**Signal wires by layer**

Bar = 20 µm. Only two layers are drawn.
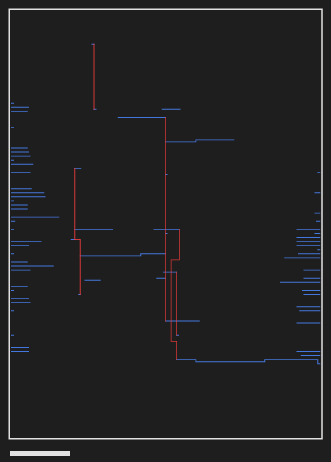
**Logic cells by family**

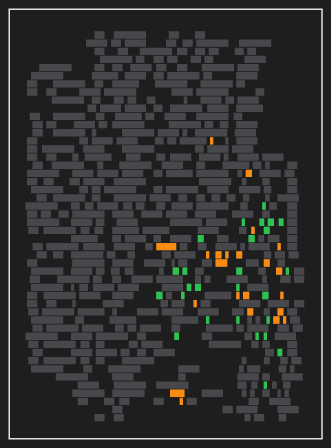
<file path="config.mk">
export PLATFORM = sky130hd
export DESIGN_NAME = i2s_transmitter
export DESIGN_NICKNAME = d
export VERILOG_FILES = /design/src/rtl/i2s_transmitter.sv
export SDC_FILE = /design/constraint.sdc
export NUM_CORES = 1
export LEC_CHECK = 0
export ABC_CLOCK_PERIOD_IN_PS = 4600
export CAP_MARGIN = 20
export CELL_PAD_IN_SITES_DETAIL_PLACEMENT = 1
export CELL_PAD_IN_SITES_GLOBAL_PLACEMENT = 1
export CORE_AREA = 5 5 99 138
export DETAILED_ROUTE_END_ITERATION = 6
export DIE_AREA = 0 0 104 143
export PLACE_DENSITY = 0.8
export SLEW_MARGIN = 20
export SYNTH_ARGS = -nofsm -noshare
export SYNTH_HDL_FRONTEND = slang
export SYNTH_SLANG_ARGS = --single-unit
</file>
<file path="constraint.sdc">
create_clock -name sck_clk -period 4.6 [get_ports sck_clk]
set_clock_uncertainty 0.2 [all_clocks]
set_input_delay 0.69 -clock sck_clk [delete_from_list [all_inputs] [get_ports sck_clk]]
set_output_delay 0.69 -clock sck_clk [all_outputs]
set_load 0.02 [all_outputs]
</file>
<file path="src/rtl/i2s_transmitter.sv">
// I2S serial transmitter clocked by the bit clock: buffers one left/right pair behind a
// valid/ready handshake and shifts it out MSB first with the one-bit delay after each wordSelect edge.
module i2s_transmitter #(
    parameter int DATA_SIZE = 32,
    parameter int SLOT_BITS = 32
) (
    input  logic                 sck_clk,
    input  logic                 reset,
    input  logic [DATA_SIZE-1:0] leftIn,
    input  logic [DATA_SIZE-1:0] rightIn,
    input  logic                 sampleValid,
    output logic                 sampleReady,
    output logic                 wordSelect,
    output logic                 data,
    output logic                 underflow,
    output logic [15:0]          underflowCount
);

    localparam int FRAME_BITS = 2 * SLOT_BITS;
    localparam int CNT_W      = $clog2(FRAME_BITS);
    localparam logic [CNT_W-1:0] CNT_LAST = CNT_W'(FRAME_BITS - 1);
    localparam logic [CNT_W-1:0] CNT_HALF = CNT_W'(SLOT_BITS);

    // Left-justify a sample in its slot; bits after the LSB are zero padding.
    function automatic logic [SLOT_BITS-1:0] to_slot(input logic [DATA_SIZE-1:0] s);
        logic [SLOT_BITS-1:0] r;
        r = '0;
        r[SLOT_BITS-1 -: DATA_SIZE] = s;
        return r;
    endfunction

    function automatic logic [15:0] sat_inc(input logic [15:0] v);
        return (v == 16'hFFFF) ? v : v + 16'd1;
    endfunction

    logic [CNT_W-1:0]      cnt, cnt_nxt;
    logic                  hold_full, hold_full_nxt;
    logic                  primed, primed_nxt;
    logic [DATA_SIZE-1:0]  hold_left, hold_right;
    logic [FRAME_BITS-1:0] shreg, shreg_nxt;
    logic                  ws_nxt, data_nxt, underflow_nxt;
    logic [15:0]           count_nxt;
    logic                  load, accept;

    assign load        = (cnt == CNT_LAST);
    assign accept      = sampleValid && !hold_full;
    assign sampleReady = !hold_full;

    always_comb begin
        cnt_nxt       = load ? '0 : cnt + CNT_W'(1);
        ws_nxt        = (cnt_nxt >= CNT_HALF);
        // The bit leaving the shift register lags the counter by one, which yields the
        // I2S delay and makes c = 0 carry the last bit of the previous right slot.
        data_nxt      = shreg[FRAME_BITS-1];
        shreg_nxt     = shreg << 1;
        hold_full_nxt = hold_full;
        underflow_nxt = 1'b0;
        count_nxt     = underflowCount;
        primed_nxt    = primed | accept;

        if (load) begin
            shreg_nxt     = hold_full ? {to_slot(hold_left), to_slot(hold_right)} : '0;
            hold_full_nxt = 1'b0;
            underflow_nxt = !hold_full && primed;
        end
        // Accept only happens while empty, so it can never collide with a load draining a full register.
        if (accept) begin
            hold_full_nxt = 1'b1;
        end
        if (underflow_nxt) begin
            count_nxt = sat_inc(underflowCount);
        end
    end

    always_ff @(posedge sck_clk) begin
        if (reset) begin
            cnt            <= CNT_LAST;
            wordSelect     <= 1'b1;
            data           <= 1'b0;
            hold_full      <= 1'b0;
            primed         <= 1'b0;
            underflow      <= 1'b0;
            underflowCount <= 16'd0;
            shreg          <= '0;
        end else begin
            cnt            <= cnt_nxt;
            wordSelect     <= ws_nxt;
            data           <= data_nxt;
            hold_full      <= hold_full_nxt;
            primed         <= primed_nxt;
            underflow      <= underflow_nxt;
            underflowCount <= count_nxt;
            shreg          <= shreg_nxt;
        end
    end

    // Holding data needs no reset: hold_full gates whether it is ever used.
    always_ff @(posedge sck_clk) begin
        if (accept) begin
            hold_left  <= leftIn;
            hold_right <= rightIn;
        end
    end

endmodule
</file>
==> notes.md <==
Physical implementation status

The launch point of the worst min-delay path is recorded as shreg[36]$_SDFF_PP0_. The area growth from synthesis to layout stands at 29.3%. The number of maximum-capacitance violations recorded for the run is 0. The overall die area stands at roughly 15000 µm². The skew report gives the latency at the later pin of the worst-skew pair as between 0.4 and 0.5 ns. The area reported by Yosys stat stands at roughly 5100 µm².

For this design the ratio of total power to cell area is between 400 and 500 nW/µm². The met1 routing resource usage after global routing stands at between 10% and 20%. The register with the most flip-flops in the layout has between 60 and 70 of them.

The sum of met3 wire segment lengths after detailed routing stands at about 480 µm. The filler cells instantiated in the layout total between 1k and 1.5k. According to the timing report, the critical path is launched from hold_full$_SDFFE_PP0P_. The simple-gate area share of the yosys netlist stands at roughly 8.1%.

The synthesized netlist contains 37 unique library cells. The synthesis report lists the most area-consuming cells as edfxtp_1, dfxtp_1, a22o_1. Grouping stages by cell kind, the critical path spends the most delay in buffers and inverters. The first global-routing pass estimated about 17 mm of wire. The run finished with clean final reports. There are approximately 160 flip-flops and latches. The worst path setup slack after routing stands at between 2 and 2.5 ns. On the critical path, the stage with the largest delay is an instance of clkdlybuf4s50_1.

Power attributed to combinational cells is about 0.00035 W. The setup-violating endpoint count in the final report stands at 0. In the synthesized netlist, the dominant kind of combinational cell is AND-OR/OR-AND gates. The I/O pin count stands at 87. The core occupancy in the finished layout stands at between 50% and 60%. Summed over all sequential cells, the power is 0.00163 W. Clock tree synthesis selected as its root buffer the cell clkbuf_16. The synthesis run shows the most used standard cells to be dfxtp_1, edfxtp_1, a22o_1. The maximum clock insertion buffer count stands at 2.

In the synthesized netlist the dominant register cell turns out to be dfxtp_1. Once the clock tree was built, the setup fixing pass inserted 0 buffers. Per the post-route antenna check, the number of violating nets is 0. The design draws between 0.003 and 0.004 W. The buffer-and-inverter tally for the worst setup path stands at 2. The width of the die stands at 104 µm.

Non-clock buffers in the final layout number slightly above 90. Ranked by flip-flop count, first place goes to shreg. The detailed-router iteration count before antenna repair stands at 4. The layout report lists the multi-input gate area as 1260 µm². For this block, the initial DRC count from the detailed router was ~67. The placed cell count stands at around 570.

The most frequently used library cell after synthesis is dfxtp_1. The half-perimeter wire length of the detailed placement result stands at roughly 7.1 mm. The number of DRC violations after detailed routing stands at 0. The routed design shows a via density per instance of roughly 5.2.

The synthesized instance count is 351. The met2 demand-to-capacity share in global routing stands at between 20 and 30%. The total stage count of the critical path stands at 2. The total number of yosys warnings stands at 0. Summing every instance area after synthesis gives between 5000 and 6000 µm². The combinational fraction of design power stands at between 10% and 20%. The reported net switching power stands at about 0.00077 W. The data required time at the worst endpoint stands at between 3 and 4 ns.

The xor and xnor fraction of the mapped netlist area stands at less than 1%. The maximum number of pins on one net before global-route repair stands at 43. According to the timing report, the critical path is captured at sampleReady. The arrival time of the worst setup path stands at approximately 1.7 ns. Across the placement rows, the number of tap cells is approximately 150. The cell count listed in synth_stat.txt stands at ~350.

The number of logged tool warnings stands at 26. The largest part of the power goes to registers. Summing all flip-flop and latch instances after layout gives 3740 µm².

The largest incremental delay on the critical path stands at 0.57 ns. The final layout report lists a non-clock inverter count of 2. At the end of routability-driven placement, the weighted congestion stood at approximately 0.8. The number of clock buffers added by TritonCTS is 17.

The initial antenna violation count stands at 0. The total placed instance area stands at ~6000 µm². TritonCTS built the clock tree.

The final timing summary puts the cycle share of the worst path at about 55%. The combinational gate count stands at roughly 170. The layout report gives the register share of total cell area as between 50 and 60%. The internal portion of the total power is roughly 0.0025 W. The worst-case reg-to-reg path depth stands at 5. The clock-cell share of area stands at 8.19%.

The minimum hold slack stands at 0.244 ns. The met3 track utilization from global routing stands at just over 4%. Per the post-synthesis report, the nets total 420. In this run, post-CTS repair resized a total of 0 instances. The maximum fanout along the worst path stands at 6.

Of all cell types, the one taking the most synthesized area is edfxtp_1. The sequential share of power stands at 50.0%. The worst setup path is launched from a register.

Traced cell by cell, the critical path runs through inv_1 -> clkdlybuf4s50_1. The path class of the tightest hold or removal check is reg -> reg. IR analysis of the VDD net gives a maximum drop of between 0.3 and 0.4 mV. The largest registers in the layout are shreg: 64 flops, hold_left: 32 flops, hold_right: 32 flops. The relative max-transition margin stands at around 36%.

After detailed routing, the met2 layer carries ~5.8 mm of wire. The final critical-path required period stands at approximately 2.5 ns. The post-synthesis average cell area stands at ~15 µm². The number of global-route vias before repair is 3527. Ranking logic cells in the layout by count gives the top entries dfxtp_1, clkdlybuf4s50_1, edfxtp_1. After synthesis, the largest area contributor takes up 37.3% of total cell area.

In the hold report, the worst path ends at shreg[37]$_SDFF_PP0_. The net total in the final layout stands at approximately 510. The startpoint identified for the worst register-to-register timing path is cnt[3]$_SDFF_PP1_. The achievable clock frequency stands at between 0.3 and 0.4 GHz. Along the worst hold path, the cell count comes to 1.

The number of buffers added to fix hold violations after cts stands at 0. The height of the die stands at between 100 and 150 µm. The post-synthesis sequential area ratio stands at 72.7%.

In the final layout, the share of cells above drive strength 1 is 8.19%. The flop and latch count out of synthesis stands at around 160. In this run, power in the clock network comes to roughly 0.0013 W.

The post-synth tally of flip-flops with integrated enable stands at roughly 64. The number of core rows stands at 48. The relative area of non-clock buffer cells in the final design stands at a little over an eighth. For this design the static power due to leakage is roughly 2.4 nW. Of all flip-flops after synthesis, the portion carrying an async set or reset was 0%. The transition time at the pin with the least slew margin stands at between 0.9 and 1 ns. The total area inside the core boundary comes to 12300 µm². The design area stands at about 6700 µm². The tally of buffers added on design ports stands at 86. Looking at the setup timing report, the critical path kind is reg -> out. STA reports a reg2reg setup slack of 2.10 ns.

The clock network burns between 30% and 40% of the power. The script computed the net switching share of total power as 23.7%. Per the GRT congestion report, total overflow comes to 0.

The detailed-route wire length on metal 1 stands at about 4.2 mm. The H-tree was split into 4 levels. By area, the class that comes first in the final layout consists of registers. For the worst reg-to-reg path, the endpoint reported by OpenROAD is shreg[25]$_SDFF_PP0_. The final-layout clock buffer total stands at 22. The final tally of max-slew violations stands at 0. The detailed router used layers up to and including met4. The AND-OR/OR-AND share of the synthesized area stands at between 10 and 15%.

The final hold violation count recorded for this run is 0.
Notes on 'signal wires by layer' above:
Red marks met4, wire length 203 µm. Blue marks met3, wire length 477 µm.
Post-Route WL: 10.6 mm
All-Layer GR Usage: 14.6%
vias after detailed routing: 3159
average wire length per cell after detail routing: 17.6 µm

Notes on 'logic cells by family' above:
Green marks NAND gates, cells 26. Orange marks NOR gates, cells 22.
commonest non-fill, non-tap cell in the layout: dfxtp_1
number of non-filler instances in the completed layout: 602
multi-input gate share of total cell area: 19.0%

Power figures rest on the tool's default switching activity, not on a simulated workload.
